[src/rtl/pipe_ctrl.sv]
// pipe_ctrl: pipeline hazard/stall controller for a 5-stage in-order core.
// Handles data-memory wait freezes (with a timeout that halts the pipe),
// taken-branch flushes and load-use stalls.
// Optional statistics counters are built only when PIPE_CTRL_STATS_EN is
// defined; otherwise Stall_Count/Flush_Count are constant zero.
// Handshake: MEM_Access is a request that stays up until MEM_Ready; the
// access completes in the cycle MEM_Ready=1, and the freeze drops in that
// same cycle.
module pipe_ctrl #(
   parameter int unsigned TIMEOUT = 255
) (
   input  logic        clock,
   input  logic        reset,
   input  logic [4:0]  ID_RS,
   input  logic [4:0]  ID_RT,
   input  logic        EX_MemRead,
   input  logic [4:0]  EX_RT,
   input  logic        EX_Branch_Taken,
   input  logic        MEM_Access,
   input  logic        MEM_Ready,
   output logic        PC_Write,
   output logic        IF_ID_Hold,
   output logic        IF_ID_Flush,
   output logic        ID_EX_Bubble,
   output logic        Pipe_Freeze,
   output logic        MEM_Timeout,
   output logic [15:0] Stall_Count,
   output logic [15:0] Flush_Count
);

   typedef enum logic [1:0] {
      RUN      = 2'd0,
      MEM_WAIT = 2'd1,
      HALT     = 2'd2
   } state_t;

   localparam logic [7:0] TIMEOUT_CNT = 8'(TIMEOUT);

   state_t     state_q, state_d, state_eff;
   logic [7:0] wait_cnt_q, wait_cnt_d;
   logic       load_use;

   // Load-use hazard: the load in EX writes a register the ID instruction reads.
   assign load_use = EX_MemRead && (EX_RT != 5'd0) &&
                     ((EX_RT == ID_RS) || (EX_RT == ID_RT));

   // Next-state and output decode. Reset makes the block behave as RUN in the
   // same cycle, so a pending wait or halt is abandoned immediately.
   always_comb begin
      state_eff    = reset ? RUN : state_q;
      state_d      = state_eff;
      wait_cnt_d   = wait_cnt_q;
      Pipe_Freeze  = 1'b0;
      MEM_Timeout  = 1'b0;
      PC_Write     = 1'b1;
      IF_ID_Hold   = 1'b0;
      IF_ID_Flush  = 1'b0;
      ID_EX_Bubble = 1'b0;

      case (state_eff)
         RUN: begin
            if (MEM_Access && !MEM_Ready) begin
               Pipe_Freeze = 1'b1;
               state_d     = MEM_WAIT;
               wait_cnt_d  = 8'd1;
            end
         end
         MEM_WAIT: begin
            if (MEM_Ready) begin
               state_d = RUN;
            end else begin
               Pipe_Freeze = 1'b1;
               if (wait_cnt_q == TIMEOUT_CNT) begin
                  state_d = HALT;
               end else begin
                  wait_cnt_d = wait_cnt_q + 8'd1;
               end
            end
         end
         HALT: begin
            Pipe_Freeze = 1'b1;
            MEM_Timeout = 1'b1;
         end
         default: begin
            state_d = RUN;
         end
      endcase

      // Freeze dominates; once released, a taken branch beats a load-use stall.
      if (Pipe_Freeze) begin
         PC_Write = 1'b0;
      end else if (EX_Branch_Taken) begin
         IF_ID_Flush  = 1'b1;
         ID_EX_Bubble = 1'b1;
      end else if (load_use) begin
         PC_Write     = 1'b0;
         IF_ID_Hold   = 1'b1;
         ID_EX_Bubble = 1'b1;
      end
   end

   // State register and memory-wait counter.
   always_ff @(posedge clock) begin
      if (reset) begin
         state_q    <= RUN;
         wait_cnt_q <= 8'd0;
      end else begin
         state_q    <= state_d;
         wait_cnt_q <= wait_cnt_d;
      end
   end

`ifdef PIPE_CTRL_STATS_EN
   logic [15:0] stall_cnt_q, flush_cnt_q;

   // Saturating stall/flush event counters.
   always_ff @(posedge clock) begin
      if (reset) begin
         stall_cnt_q <= 16'd0;
         flush_cnt_q <= 16'd0;
      end else begin
         if (!PC_Write && (stall_cnt_q != 16'hFFFF)) begin
            stall_cnt_q <= stall_cnt_q + 16'd1;
         end
         if (IF_ID_Flush && (flush_cnt_q != 16'hFFFF)) begin
            flush_cnt_q <= flush_cnt_q + 16'd1;
         end
      end
   end

   assign Stall_Count = stall_cnt_q;
   assign Flush_Count = flush_cnt_q;
`else
   assign Stall_Count = 16'd0;
   assign Flush_Count = 16'd0;
`endif

endmodule

[config.mk]
export PLATFORM = sky130hd
export DESIGN_NAME = pipe_ctrl
export DESIGN_NICKNAME = d
export VERILOG_FILES = /design/src/rtl/pipe_ctrl.sv
export SDC_FILE = /design/constraint.sdc
export NUM_CORES = 1
export LEC_CHECK = 0
export CAP_MARGIN = 0
export CORE_MARGIN = 2
export CORE_UTILIZATION = 39
export CTS_BUF_LIST = sky130_fd_sc_hd__clkbuf_8
export CTS_CLUSTER_SIZE = 8
export DETAILED_ROUTE_END_ITERATION = 10
export HOLD_SLACK_MARGIN = 0.02
export PLACE_DENSITY_LB_ADDON = 0.25
export SLEW_MARGIN = 20
export SYNTH_ARGS = -nofsm -noshare
export SYNTH_HDL_FRONTEND = slang
export SYNTH_SLANG_ARGS = --single-unit
[constraint.sdc]
create_clock -name clock -period 2.25 [get_ports clock]
set_input_delay 0.45 -clock clock [delete_from_list [all_inputs] [get_ports clock]]
set_output_delay 0.45 -clock clock [all_outputs]
set_load 0.03 [all_outputs]
==> results.toml <==
# yosys + openroad results
[cts]
cts_buffer_depth = 2
cts_num_sinks = 10
htreeDepth = 1
clk_latency_ns = 0.23
clockRootBuffer = "clkbuf_8"
clk_pin_slew_ns = 0.05

[floorplanning]
die-area_um2 = 3022
core_area_um2 = 2477
die_x_um = 54.98

[global_routing]
grt_pass1_vias = 809
grt_pass1_wl_um = 3332
grtUsageMet1_pct = 16.20
met2_usage_pct = 29.17
grt_use_total_pct = 14.82
grt_max_degree = 13
busiest_layer = "met2"

[worst_setup_path]
arrival_ns = 1.73
crit_required_ns = 1.80
critPathLaunch = "EX_RT[1]"
slowest_stage = "nor4_4"
cpMostUsedCell = "buf_6"
path_cells = "clkdlybuf4s15_1 -> buf_6 -> xor2_1 -> nor2_1 -> a22oi_2 -> buf_6 -> nor4_4 -> buf_6"
cpPeakStageDelay_ns = 0.26
path_max_fanout = 2
r2r-end = "wait_cnt_q[3]$_SDFFE_PP0P_"

[finish]
final_layout_top_logic_cell = "conb_1"
seq_area_um2 = 200.2
post-route-util_pct = 56.46
final_cells = 193

[min_path]
hold_path.startpoint = "wait_cnt_q[1]$_SDFFE_PP0P_"
hold_class = "flop to flop"

[pwr]
p_int_mw = 0.3683
ir_drop_mv = 0.2684
maxPowerGroup = "combinational logic"
comb-power_mw = 0.209
power_density_nw_per_um2 = 409.9
p_sw_share_pct = 35.78
leakagePower_nw = 0.6511
power_mw = 0.5734

[synthesis]
synthAdderAreaFrac_pct = 1.235
ys_chip_area_um2 = 1013
ys_cells = 124
ys_sh_mux_pct = 1.975
synthCells = 124
ys.flops = 10
ys_seq_share_pct = 19.75
simple_gate_share_pct = 21.60
topCombFamilyByArea = "buffers and inverters"

[placement]
place_area_um2 = 1284
routabilityCongestion = 0.8332
dpl.cell_count = 189
dpl_worst_slack_ns = -0.2377

[sta]
fin_crit_ns = 2.177
whs_ns = 0.5136
setup_violations = 0
finalClockSkew_ns = 0.007042

[drt]
wl_per_cell_um = 12.22
detail-route-antenna-nets = 0
vias = 920
drt_iter0_drc = 9
viasPerCell = 4.767

[job]
warning_count = 27

[outcome]
status = "finished, final reports clean"
-- layout make-up --
type | instances | area share, %
repair buffers | 39 | 25.67
inverters | 5 | 1.342
clock buffers | 3 | 2.952
multi-input cells | 106 | 53.04
well taps | 30 | 2.683
flip-flops and latches | 10 | 14.31
-- Yosys cell counts, drive strengths merged --
library cell,count,area (µm²)
nor2,4,15.01
and3,1,6.260
or4b,1,13.76
mux2i,2,20.02
nand4,1,6.260
buf,32,240.2
and3b,1,8.760
dfxtp,10,200.2
o21bai,2,15.01
o311a,1,10.01
o31ai,2,15.01
o32ai,1,8.760
a22oi,1,7.510
o21ai,3,15.01
nor4,3,18.77
a21oi,2,10.01
a41o,1,11.26
nor3,4,20.02
a311oi,1,15.01
nor2b,1,6.260
ha,1,12.51
a221oi,1,8.760
nand3b,1,7.510
a31oi,3,18.77
or3,1,7.510
a41oi,2,43.80
inv,5,18.77
nand2,7,26.28
or4,2,15.01
xor2,10,87.58
nand3,8,40.04
nor3b,1,7.510
or3b,1,8.760
and4,1,11.26
clkbuf,2,7.510
o221ai,1,8.760
a211oi,1,7.510
a22o,1,8.760
conb,1,3.750
-- routing by layer --
metal / share of wire [%] / routed length [µm]
met3: 10 / 241
met2: 50 / 1174
met5: 0 / 0
met4: 0 / 0
met1: 40 / 942
-- flip-flops by register name, summed over array words and instances, names as in the netlist --
name / count
wait_cnt_q: 8
state_q: 2
-- what timing repair did --
action,CTS,global route
setup endpoints to repair,6,3
setup buffers,0,1
pin swaps,7,8
resized,18,21
hold buffers,0,0
-- worst max-delay path, delay by kind of cell --
family	cells	cell delay, ns
AND-OR/OR-AND	1	0.11
AND/OR/NAND/NOR	2	0.39
XOR/XNOR	1	0.14
buffers and inverters	4	0.64
Fig. 1: signal wires by layer
Scale bar: 20 µm.
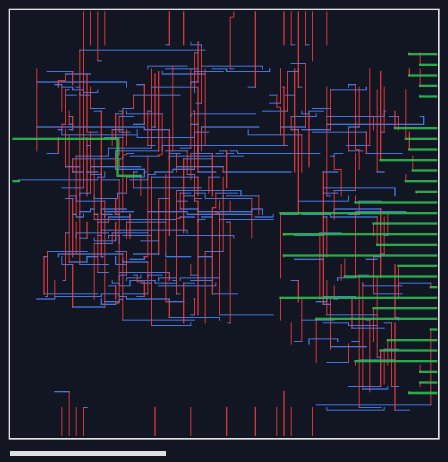
| colour | layer | wire length |
|---|---|---|
| blue | met1 | 942 µm |
| green | met3 | 242 µm |
| red | met2 | 1170 µm |

Fig. 2: the clock network
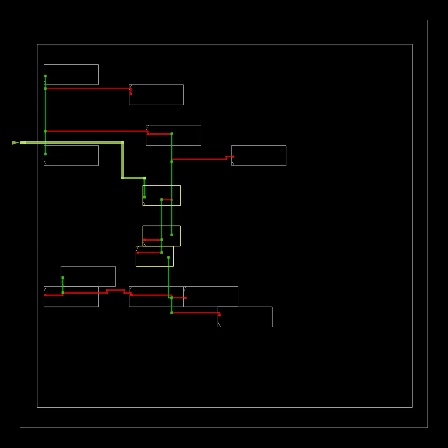
final-layout clock buffer total: 3
CTS buffer count: 3
P_clk: 0.180 mW

Fig. 3: I/O nets highlighted
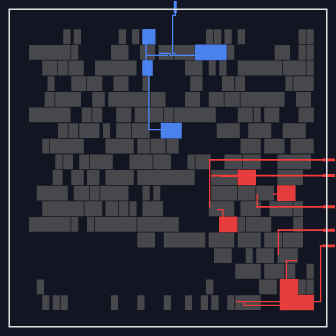
| colour | port | direction | end cells | buffers | wire |
|---|---|---|---|---|---|
| red | ID_RT | input | 5 | 5 | 122 µm |
| blue | MEM_Access | input | 4 | 2 | 38.5 µm |
I/O pin cnt: 59
Port-buffer cells: 26

Fig. 4: sequential cells grouped by signal name
Scale bar: 20 µm. Other cells in grey.
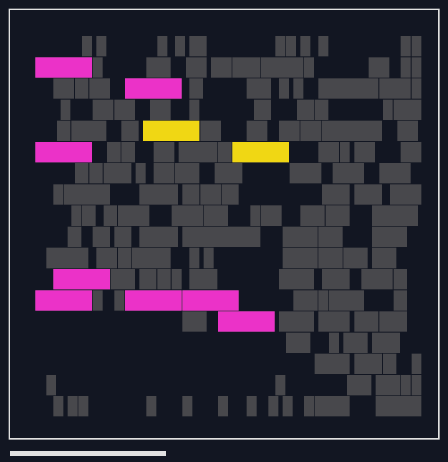
| colour | name in the netlist | sequential cells |
|---|---|---|
| yellow | state_q | 2 |
| magenta | wait_cnt_q | 8 |

Fig. 5: cell sizes after repair
Scale bar: 20 µm.
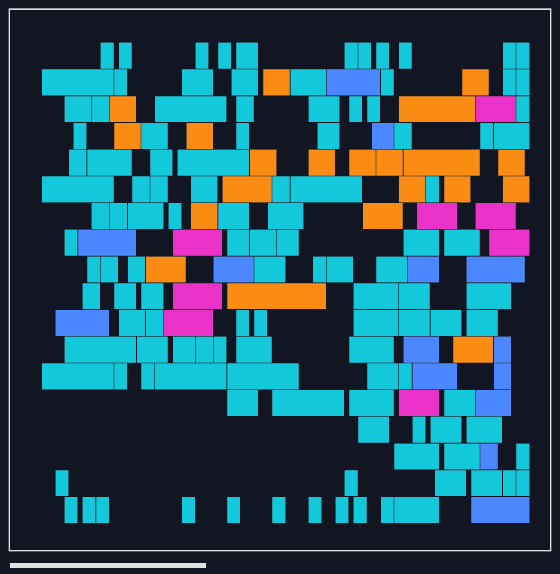
| colour | size | cells | share |
|---|---|---|---|
| magenta | drive 6 and up | 8 | 4.9% |
| cyan | drive 1 or less | 120 | 74% |
| blue | drive 2 | 14 | 8.6% |
| orange | drive 3 to 4 | 21 | 13% |
Buffers excl. clock: 39
Layout area overhead: 38.02%
Design Area, Final: 1399 µm²

No activity file was given, so power comes from the tool's default toggle rates.
